--- src/rtl/strategy_cfg_loader.sv ---
// Strategy-mux configuration loader: parses SYNC/SEL/LEN/PAR*/CHK packets from the
// host byte stream, validates them and commits select + parameter word atomically.
module strategy_cfg_loader #(
  parameter int NUM_STRATEGIES = 3,
  parameter int PAR_BYTES      = 4,
  parameter int TIMEOUT_CYC    = 1000
) (
  input  logic                   clock,
  input  logic                   reset,
  input  logic [7:0]             rx_data,
  input  logic                   rx_valid,
  output logic                   rx_ready,
  output logic [7:0]             strategy_sel,
  output logic [8*PAR_BYTES-1:0] par,
  output logic                   cfg_update,
  output logic                   cfg_error,
  output logic [1:0]             err_code,
  output logic [15:0]            ok_count,
  output logic [15:0]            err_count
);

  localparam int LEN_W = $clog2(PAR_BYTES + 1);
  localparam int IDX_W = (PAR_BYTES > 1) ? $clog2(PAR_BYTES) : 1;
  localparam int GAP_W = $clog2(TIMEOUT_CYC + 1);
  localparam logic [7:0] SYNC = 8'hA5;

  typedef enum logic [2:0] {IDLE, GET_SEL, GET_LEN, GET_PAR, GET_CHK} state_t;

  state_t                      state, state_n;
  logic [7:0]                  sh_sel;
  logic [7:0]                  chk;
  logic [PAR_BYTES-1:0][7:0]   sh_par;
  logic [PAR_BYTES-1:0]        be;
  logic [LEN_W-1:0]            len;
  logic [IDX_W-1:0]            idx;
  logic [GAP_W-1:0]            gap;
  logic                        take;
  logic                        timeout;
  logic                        commit;
  logic                        abort;
  logic [1:0]                  abort_code;

  assign take    = rx_valid && rx_ready;
  // An accepted byte in the final gap cycle beats the timeout.
  assign timeout = (state != IDLE) && !take && (gap == GAP_W'(TIMEOUT_CYC - 1));

  always_ff @(posedge clock) begin
    if (reset) state <= IDLE;
    else       state <= state_n;
  end

  always_comb begin
    state_n    = state;
    commit     = 1'b0;
    abort      = 1'b0;
    abort_code = 2'd0;
    if (timeout) begin
      abort   = 1'b1;
      state_n = IDLE;
    end else if (take) begin
      case (state)
        IDLE:    if (rx_data == SYNC) state_n = GET_SEL;
        GET_SEL: state_n = GET_LEN;
        GET_LEN: begin
          if (rx_data > 8'(PAR_BYTES)) begin
            abort      = 1'b1;
            abort_code = 2'd2;
            state_n    = IDLE;
          end else if (rx_data == 8'd0) begin
            state_n = GET_CHK;
          end else begin
            state_n = GET_PAR;
          end
        end
        GET_PAR: if (LEN_W'(idx) == len - LEN_W'(1)) state_n = GET_CHK;
        GET_CHK: begin
          state_n = IDLE;
          // Checksum is judged before the select range.
          if (rx_data != chk) begin
            abort      = 1'b1;
            abort_code = 2'd1;
          end else if (sh_sel >= 8'(NUM_STRATEGIES)) begin
            abort      = 1'b1;
            abort_code = 2'd3;
          end else begin
            commit = 1'b1;
          end
        end
        default: state_n = IDLE;
      endcase
    end
  end

  always_ff @(posedge clock) begin
    if (reset) begin
      sh_sel <= '0;
      sh_par <= '0;
      be     <= '0;
      len    <= '0;
      idx    <= '0;
      chk    <= '0;
      gap    <= '0;
    end else begin
      gap <= (state == IDLE || take) ? '0 : gap + GAP_W'(1);
      if (commit || abort) begin
        be <= '0;
      end else if (take) begin
        case (state)
          GET_SEL: begin
            sh_sel <= rx_data;
            chk    <= rx_data;
          end
          GET_LEN: begin
            len <= rx_data[LEN_W-1:0];
            chk <= chk ^ rx_data;
            idx <= '0;
          end
          GET_PAR: begin
            sh_par[idx] <= rx_data;
            be[idx]     <= 1'b1;
            chk         <= chk ^ rx_data;
            idx         <= idx + IDX_W'(1);
          end
          default: ;
        endcase
      end
    end
  end

  always_ff @(posedge clock) begin
    if (reset) begin
      rx_ready     <= 1'b0;
      strategy_sel <= '0;
      par          <= '0;
      cfg_update   <= 1'b0;
      cfg_error    <= 1'b0;
      err_code     <= '0;
      ok_count     <= '0;
      err_count    <= '0;
    end else begin
      rx_ready   <= 1'b1;
      cfg_update <= commit;
      cfg_error  <= abort;
      if (commit) begin
        strategy_sel <= sh_sel;
        for (int k = 0; k < PAR_BYTES; k++)
          if (be[k]) par[8*k +: 8] <= sh_par[k];
        if (ok_count != 16'hFFFF) ok_count <= ok_count + 16'd1;
      end
      if (abort) begin
        err_code <= abort_code;
        if (err_count != 16'hFFFF) err_count <= err_count + 16'd1;
      end
    end
  end

endmodule

--- config.mk ---
export PLATFORM = sky130hd
export DESIGN_NAME = strategy_cfg_loader
export DESIGN_NICKNAME = d
export VERILOG_FILES = /design/src/rtl/strategy_cfg_loader.sv
export SDC_FILE = /design/constraint.sdc
export NUM_CORES = 1
export LEC_CHECK = 0
export CAP_MARGIN = 25
export CORE_ASPECT_RATIO = 2
export CORE_MARGIN = 2
export CORE_UTILIZATION = 50
export DETAILED_ROUTE_END_ITERATION = 8
export GPL_TIMING_DRIVEN = 0
export PLACE_DENSITY = 0.7
export SLEW_MARGIN = 25
export SYNTH_ARGS = -nofsm -noshare
export SYNTH_HDL_FRONTEND = slang
export SYNTH_SLANG_ARGS = --single-unit
export TNS_END_PERCENT = 1
--- constraint.sdc ---
create_clock -name clock -period 5.88 [get_ports clock]
set_input_delay 1.176 -clock clock [delete_from_list [all_inputs] [get_ports clock]]
set_output_delay 1.176 -clock clock [all_outputs]
set_load 0.01 [all_outputs]
==> qor.txt <==
CP delay by family, top -> simple AND/OR/NAND/NOR gates
Status -> finished clean
Yosys cell count -> 748
Top cells by area -> dfxtp_1, a21oi_1, nand3_1
Post-DRT Antenna Nets -> 0
Share of the synthesized area in the top cell type -> 47.51%
Max-slew violations -> 0
Met2 WL -> 9341 um
Count leader, synth -> dfxtp_1
Gate Area -> 3003 um2
Hold Path Cell Cnt -> 2
Buffers on Ports -> 82
Fmax -> 0.2955 GHz
CTS tree -> built
Critical path class -> input port to register
HP Start -> par[10]$_SDFFE_PP0P_
R2r endpoint -> par[18]$_SDFFE_PP0P_
Reg-to-reg startpoint -> rx_ready$_DFF_P_
Area fraction in mux cells -> 1.818%
Max-cap check violation count -> 0
Drt pass-1 iters -> 6
Post-synth EDFFs -> 0
Minimum clock period -> 3.384 ns
Most frequent logic cell in the layout -> dfxtp_1
CTS Sinks -> 147
state kept, by name, indices dropped and copies added (netlist names):
name / count
par: 32
sh_par: 32
err_count: 16
ok_count: 16
gap: 10
chk: 8
sh_sel: 8
strategy_sel: 8
be: 4
len: 3
state: 3
err_code: 2
idx: 2
cfg_error: 1
cfg_update: 1
rx_ready: 1
power by group through the flow:
| stage | logic, W | registers, W | clock network [W] |
|---|---|---|---|
| floorplan | 0.0000265 | 0.00102 | 0 |
| global placement | 0.0000472 | 0.00102 | 0 |
| detailed placement | 0.0000476 | 0.00102 | 0 |
| CTS | 0.0000479 | 0.000997 | 0.00109 |
| global route | 0.0000509 | 0.000996 | 0.00114 |
| finish | 0.0000486 | 0.000997 | 0.00109 |
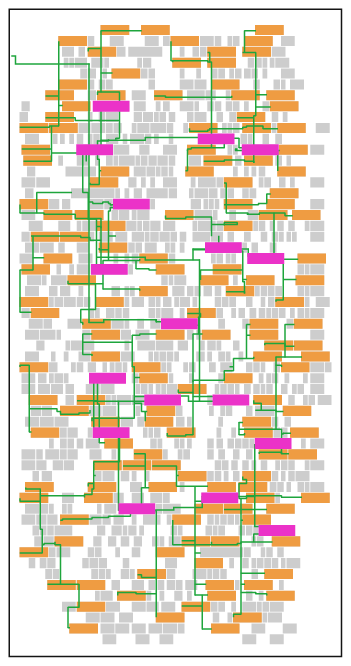
clock_map.png
Drawn at 4 px/um.
legend:
  cells driving clock nets:
    colour: magenta
    count: 17
  clock wires:
    colour: green
    length: 1840 um
  flip-flops:
    colour: orange
    count: 147
routed clock nets: 18
clk latency late pin: 0.43 ns
Power Clock: 0.00109 W
Clock power frac: 51.0%
Layout Skew: 0.008929 ns

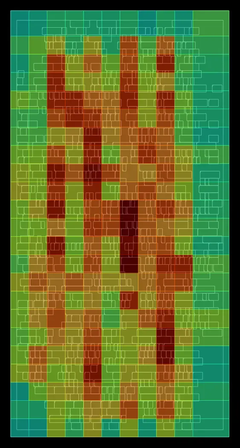
final_congestion.png
met1 usage: 26.26%
GRT Overall Usage: 26.55%
Final Util: 64.27%
wire length per cell: 17.18 um

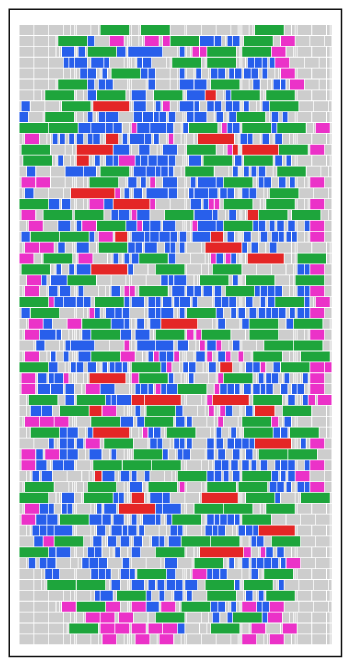
cell_classes.png
Drawn at 4 px/um. Fill, decap, tap and diode cells in grey.
legend:
  other buffers and delay cells:
    colour: magenta
    cells: 134
  flip-flops:
    colour: green
    cells: 147
  clock drivers and dummy loads:
    colour: red
    cells: 32
  all other logic:
    colour: blue
    cells: 549
Seq area share: 37.76%
post-route cell area: 7792 um2
Placeable Area: 12120 um2
row count: 57

Power figures rest on the tool's default switching activity, not on a simulated workload.
